File: src/rtl/serial_pkg.sv
// serial_pkg: types and helpers shared by the serial operand loader and
// the downstream result collector.
//   loader_state_t : loader FSM state encoding
//   cnt_w()        : bit-counter width for a given operand width
package serial_pkg;

  typedef enum logic {IDLE, SHIFT} loader_state_t;

  // Never returns 0, so a counter declared from it always has at least one bit.
  function automatic int cnt_w(input int width);
    return (width <= 2) ? 1 : $clog2(width);
  endfunction

endpackage

File: src/rtl/piso_shift_reg.sv
// piso_shift_reg: WIDTH-bit parallel-in / serial-out shift register.
// Shifts right with zero fill, so dout always carries the current LSB.
//   clk, reset : clock, synchronous active-high reset
//   clr        : synchronous clear (takes priority over load/shift)
//   load, din  : parallel load
//   shift      : shift right by one
//   dout       : current LSB
module piso_shift_reg #(
  parameter int WIDTH = 3
) (
  input  logic             clk,
  input  logic             reset,
  input  logic             clr,
  input  logic             load,
  input  logic             shift,
  input  logic [WIDTH-1:0] din,
  output logic             dout
);

  logic [WIDTH-1:0] sr;

  always_ff @(posedge clk) begin
    if (reset || clr) sr <= '0;
    else if (load)    sr <= din;
    else if (shift)   sr <= {1'b0, sr[WIDTH-1:1]};
  end

  assign dout = sr[0];

endmodule

File: src/rtl/serial_operand_loader.sv
// serial_operand_loader: accepts a pair of WIDTH-bit operands over
// valid/ready and streams them LSB-first, one bit pair per beat, with
// first/last framing for a bit-serial adder.
// Optional feature macro: SERIAL_LOADER_SUB_EN (adds 'sub' port; the B
// stream is inverted and carry-in is 1 on the first beat, giving A-B).
//   clk, reset          : clock, synchronous active-high reset
//   in_valid/in_ready   : operand handshake; in_a, in_b parallel operands
//   out_valid/out_ready : bit-pair handshake
//   out_a, out_b        : current bit pair
//   out_first/out_last  : beat is bit 0 / bit WIDTH-1
//   out_cin             : carry-in the adder loads on the first beat
//   busy                : word in flight
module serial_operand_loader
  import serial_pkg::*;
#(
  parameter int WIDTH = 3
) (
  input  logic             clk,
  input  logic             reset,
  input  logic             in_valid,
  output logic             in_ready,
  input  logic [WIDTH-1:0] in_a,
  input  logic [WIDTH-1:0] in_b,
`ifdef SERIAL_LOADER_SUB_EN
  input  logic             sub,
`endif
  output logic             out_valid,
  input  logic             out_ready,
  output logic             out_a,
  output logic             out_b,
  output logic             out_first,
  output logic             out_last,
  output logic             out_cin,
  output logic             busy
);

  localparam int CNT_W = cnt_w(WIDTH);
  localparam logic [CNT_W-1:0] LAST_IDX = CNT_W'(WIDTH - 1);

  loader_state_t state, state_nxt;
  logic [CNT_W-1:0] cnt, cnt_nxt;
  logic load, shift;

  // Operand lanes: 0 = A, 1 = B
  logic [1:0][WIDTH-1:0] opnd;
  logic [1:0]            lsb;

  assign opnd = {in_b, in_a};

  for (genvar g = 0; g < 2; g++) begin : g_sr
    piso_shift_reg #(.WIDTH(WIDTH)) u_sr (
      .clk   (clk),
      .reset (reset),
      .clr   (shift && out_last),
      .load  (load),
      .shift (shift),
      .din   (opnd[g]),
      .dout  (lsb[g])
    );
  end

  always_ff @(posedge clk) begin
    if (reset) begin
      state <= IDLE;
      cnt   <= '0;
    end else begin
      state <= state_nxt;
      cnt   <= cnt_nxt;
    end
  end

  always_comb begin
    state_nxt = state;
    cnt_nxt   = cnt;
    load      = 1'b0;
    shift     = 1'b0;
    case (state)
      IDLE: begin
        if (in_valid) begin
          load      = 1'b1;
          cnt_nxt   = '0;
          state_nxt = SHIFT;
        end
      end
      SHIFT: begin
        if (out_ready) begin
          shift = 1'b1;
          if (cnt == LAST_IDX) begin
            cnt_nxt   = '0;
            state_nxt = IDLE;
          end else begin
            cnt_nxt = cnt + 1'b1;
          end
        end
      end
      default: state_nxt = IDLE;
    endcase
  end

`ifdef SERIAL_LOADER_SUB_EN
  logic sub_r;
  always_ff @(posedge clk) begin
    if (reset)     sub_r <= 1'b0;
    else if (load) sub_r <= sub;
  end
`else
  logic sub_r;
  assign sub_r = 1'b0;
`endif

  // Everything below decodes registered state only; data outputs are
  // gated so they read 0 whenever no beat is offered.
  assign in_ready  = (state == IDLE);
  assign busy      = !in_ready;
  assign out_valid = (state == SHIFT);
  assign out_first = out_valid && (cnt == '0);
  assign out_last  = out_valid && (cnt == LAST_IDX);
  assign out_a     = out_valid && lsb[0];
  assign out_b     = out_valid && (lsb[1] ^ sub_r);
  assign out_cin   = out_first && sub_r;

endmodule

File: config.mk
export PLATFORM = sky130hd
export DESIGN_NAME = serial_operand_loader
export DESIGN_NICKNAME = d
export VERILOG_FILES = /design/src/rtl/serial_pkg.sv /design/src/rtl/piso_shift_reg.sv /design/src/rtl/serial_operand_loader.sv
export SDC_FILE = /design/constraint.sdc
export NUM_CORES = 1
export LEC_CHECK = 0
export CAP_MARGIN = 15
export CORE_AREA = 2 2 39 41
export CTS_CLUSTER_DIAMETER = 60
export CTS_CLUSTER_SIZE = 30
export DETAILED_ROUTE_END_ITERATION = 7
export DIE_AREA = 0 0 41 43
export SLEW_MARGIN = 20
export SYNTH_ARGS = -nofsm -noshare
export SYNTH_HDL_FRONTEND = slang
export SYNTH_SLANG_ARGS = --single-unit
File: constraint.sdc
create_clock -name clk -period 1.3 [get_ports clk]
set_input_delay 0.26 -clock clk [delete_from_list [all_inputs] [get_ports clk]]
set_output_delay 0.26 -clock clk [all_outputs]
set_load 0.02 [all_outputs]
Fig. 1: run 1, the metal 1 layer
Supply wires on this layer in gray.
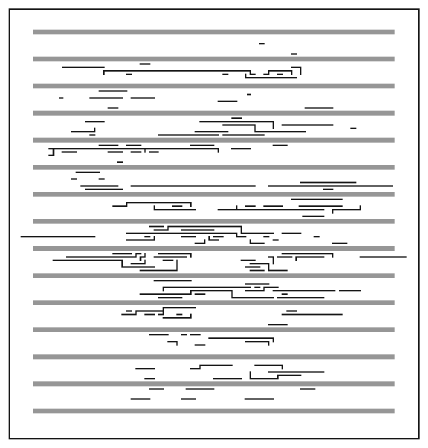
main direction: horizontal
nets with wire on the layer: 74

Fig. 2: run 1, met2 routing
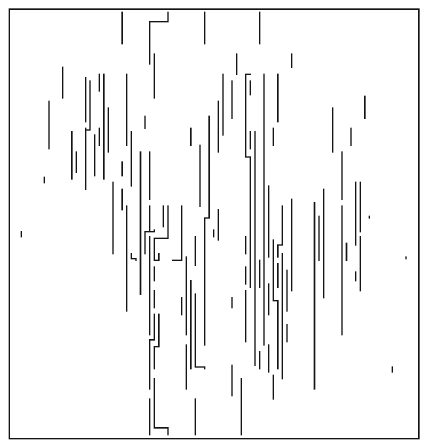
wire length on this layer: 530 µm
share of all routed wire: 51%
main direction: vertical
nets with wire on the layer: 76

==> flow_metrics.py, run 1 <==
# Metrics from the implementation run
metrics = {
    "synth": {
        "postSynth.asyncResetShare_pct": 0,
        "top_area_share_pct": 40.11,
        "ys_cells": 50,
        "ff_type": "dfxtp_1",
        "syn-mean-instance-area_um2": 8.984,
        "yosys.area_share.xor_xnor_pct": 0,
        "top_area_cell": "dfxtp_1",
        "ys_seq_share_pct": 40.11,
        "top_cell": "dfxtp_1",
        "ys_chip_area_um2": 449.2,
        "fp_nets": 60,
    },
    "final_layout": {
        "final-comb-area_um2": 247.7,
        "multi_input_comb_cells": 35,
        "fin_cells": 92,
        "final-nonclk-buf-share_pct": 29.24,
        "fin_area_um2": 693.2,
        "drive_gt1_share_pct": 38.16,
        "fin_nets": 87,
    },
    "clocking": {
        "holdBufCountCts": 0,
        "numCtsBuffers": 3,
        "cts.sinks": 9,
    },
    "power": {
        "power.share.sequential_pct": 45.0,
        "power_density_nw_per_um2": 978.1,
    },
    "critical_path": {
        "reg2reg_slack_ps": 130,
        "crit_end": "cnt[1]",
        "end_kind": "flip-flop",
        "start_kind": "input pin",
    },
    "timing": {
        "fin_ws_ps": 64.25,
        "hold-worst-slack_ps": 473.5,
    },
    "route": {
        "drc": 0,
        "wire_per_inst_um": 11.38,
        "wl_met1_um": 441,
    },
    "outcome": {
        "outcome": "finished, final reports clean",
    },
    "floorplan": {
        "row_count": 14,
        "top_level_ports": 18,
        "tapCellCount": 16,
    },
    "min_path": {
        "hold_depth": 2,
    },
    "global_routing": {
        "grtUsageMet3_pct": 4.712,
        "grt_first_pass_wirelength_mm": 1.725,
    },
}
Fig. 3: run 1, metal 3
The bar under the picture is 10 µm long. Cells faint in the background.
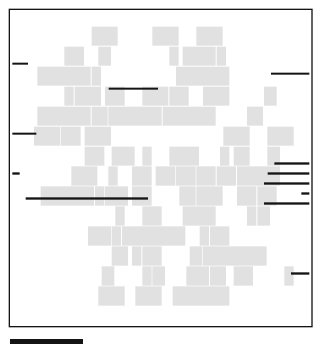
wire length on this layer: 57.9 µm
nets with wire on the layer: 11
share of all routed wire: 5.5%

[run 1: timing repair]
action                     in CTS  in global routing
setup endpoints to repair       7                  7
buffers inserted                1                  0
resized                        28                  6
gates cloned                    0                  0
[run 1: sequential cells by signal, indices dropped and copies added (netlist names)]
| register | cells |
|---|---|
| cnt | 2 |
| g_sr.u_sr.sr | 6 |
| busy | 1 |
[run 1: layout by cell type (no fill, tap or decap), types with 2 or more instances in the layout]
cell,count
buf_4,11
and2_1,2
inv_1,2
a221oi_1,2
a211oi_1,3
mux2i_1,4
clkdlybuf4s50_1,9
clkbuf_4,3
nand2_1,4
dfxtp_4,2
buf_2,6
dfxtp_1,6
nor2_1,7
[run 1: critical path, cell delays in order]
cell	delay, ps
clkdlybuf4s50_1	580
nand2_4	120
or3_1	340
a21oi_2	130
==> run 1 -> run 2 <==
Settings changed: MAX_ROUTING_LAYER from default to met4, SKIP_LAST_GASP from default to 1.
Fig. 4: run 2, metal 3
The bar under the picture is 10 µm long. Cells faint in the background.
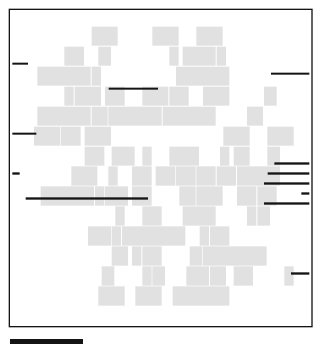
wire length on this layer: 57.9 µm
main direction: horizontal
nets with wire on the layer: 11
share of all routed wire: 5.5%

==> run 2 against run 1 <==
- area after synthesis unchanged
- clock power barely moved
- global-route usage increased by 0.37 points
- cell area unchanged
- largest cell class unchanged
==> flow_metrics.py, run 2 <==
# Metrics from the implementation run
metrics = {
    "clocking": {
        "numCtsBuffers": 3,
        "post_cts_resized": 28,
        "cts.sinks": 9,
        "post-cts-setup-buffers": 1,
        "holdBufCountCts": 0,
        "ctsLongestPathBuffers": 2,
    },
    "placement": {
        "dpl.cell_count": 87,
    },
    "final_layout": {
        "drive_gt1_share_pct": 38.16,
        "fin_area_um2": 693.2,
        "lay_top_cells": "11 x buf_4, 9 x clkdlybuf4s50_1, 7 x nor2_1",
        "fin_nets": 87,
        "top_register": "g_sr.u_sr.sr",
        "final_common_cell": "buf_4",
        "fin_cells": 92,
    },
    "floorplan": {
        "top_level_ports": 18,
        "row_count": 14,
        "fp-utilization_pct": 32.46,
    },
    "synth": {
        "ys_seq_share_pct": 40.11,
        "top_area_cell": "dfxtp_1",
        "top_cell": "dfxtp_1",
        "syn-mean-instance-area_um2": 8.984,
        "ff_type": "dfxtp_1",
        "ys_chip_area_um2": 449.2,
        "yosys.area_share.xor_xnor_pct": 0,
        "ys_cells": 50,
        "ys_top_cells_by_count": "9 x dfxtp_1, 7 x nor2_1, 4 x mux2i_1, 4 x nand2_1",
        "postSynth.asyncResetShare_pct": 0,
        "top_area_share_pct": 40.11,
    },
    "power": {
        "power.share.sequential_pct": 45.0,
    },
    "route": {
        "wl_met1_um": 441,
        "wire_per_inst_um": 11.38,
        "drc": 0,
    },
    "critical_path": {
        "reg2reg_slack_ps": 130,
        "cp.required_ps": 1500,
        "start_kind": "input pin",
        "end_kind": "flip-flop",
        "crit_end": "cnt[1]",
        "max_stage_delay_ps": 580,
        "critPathTopFamily": "buffers and inverters",
        "slowest_stage": "clkdlybuf4s50_1",
        "path_cells": "clkdlybuf4s50_1 > nand2_4 > or3_1 > a21oi_2",
        "cp_num_buf_inv": 1,
    },
    "min_path": {
        "whs_endpoint": "g_sr[1].u_sr.sr[2]",
        "hold_depth": 2,
    },
    "timing": {
        "rsz0062_at_grt": "no",
        "fin_ws_ps": 64.25,
        "hold-worst-slack_ps": 473.5,
    },
    "global_routing": {
        "grt_first_pass_wirelength_mm": 1.725,
        "grtUsageMet3_pct": 4.712,
    },
    "outcome": {
        "outcome": "finished, final reports clean",
    },
}
Fig. 5: run 2, the metal 1 layer
Supply wires on this layer in gray.
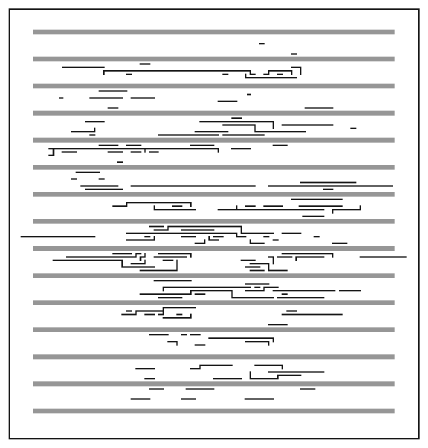
share of all routed wire: 42%
wire length on this layer: 441 µm
nets with wire on the layer: 74

==> run 2: cell counts after synthesis <==
Identical to the previous run, type by type.
==> run 2: power by group through the flow <==
stage | Sequential [mW] | Clock, mW | Combinational, mW
2_1_floorplan | 0.313 | 0 | 0.0808
3_3_place_gp | 0.315 | 0 | 0.158
3_5_place_dp | 0.315 | 0 | 0.159
4_1_cts | 0.306 | 0.222 | 0.157
5_1_grt | 0.308 | 0.235 | 0.169
6_report | 0.305 | 0.219 | 0.154
==> run 2: final cells by class <==
cell class / count / area, µm²
Multi-Input combinational cell: 35 / 247.7
Sequential cell: 9 / 188.9
Fill cell: 141 / 690.7
Tap cell: 16 / 20.02
Inverter: 2 / 7.507
Timing Repair Buffer: 26 / 202.7
Clock buffer: 4 / 26.28
Power is estimated from default activity; no workload was simulated.
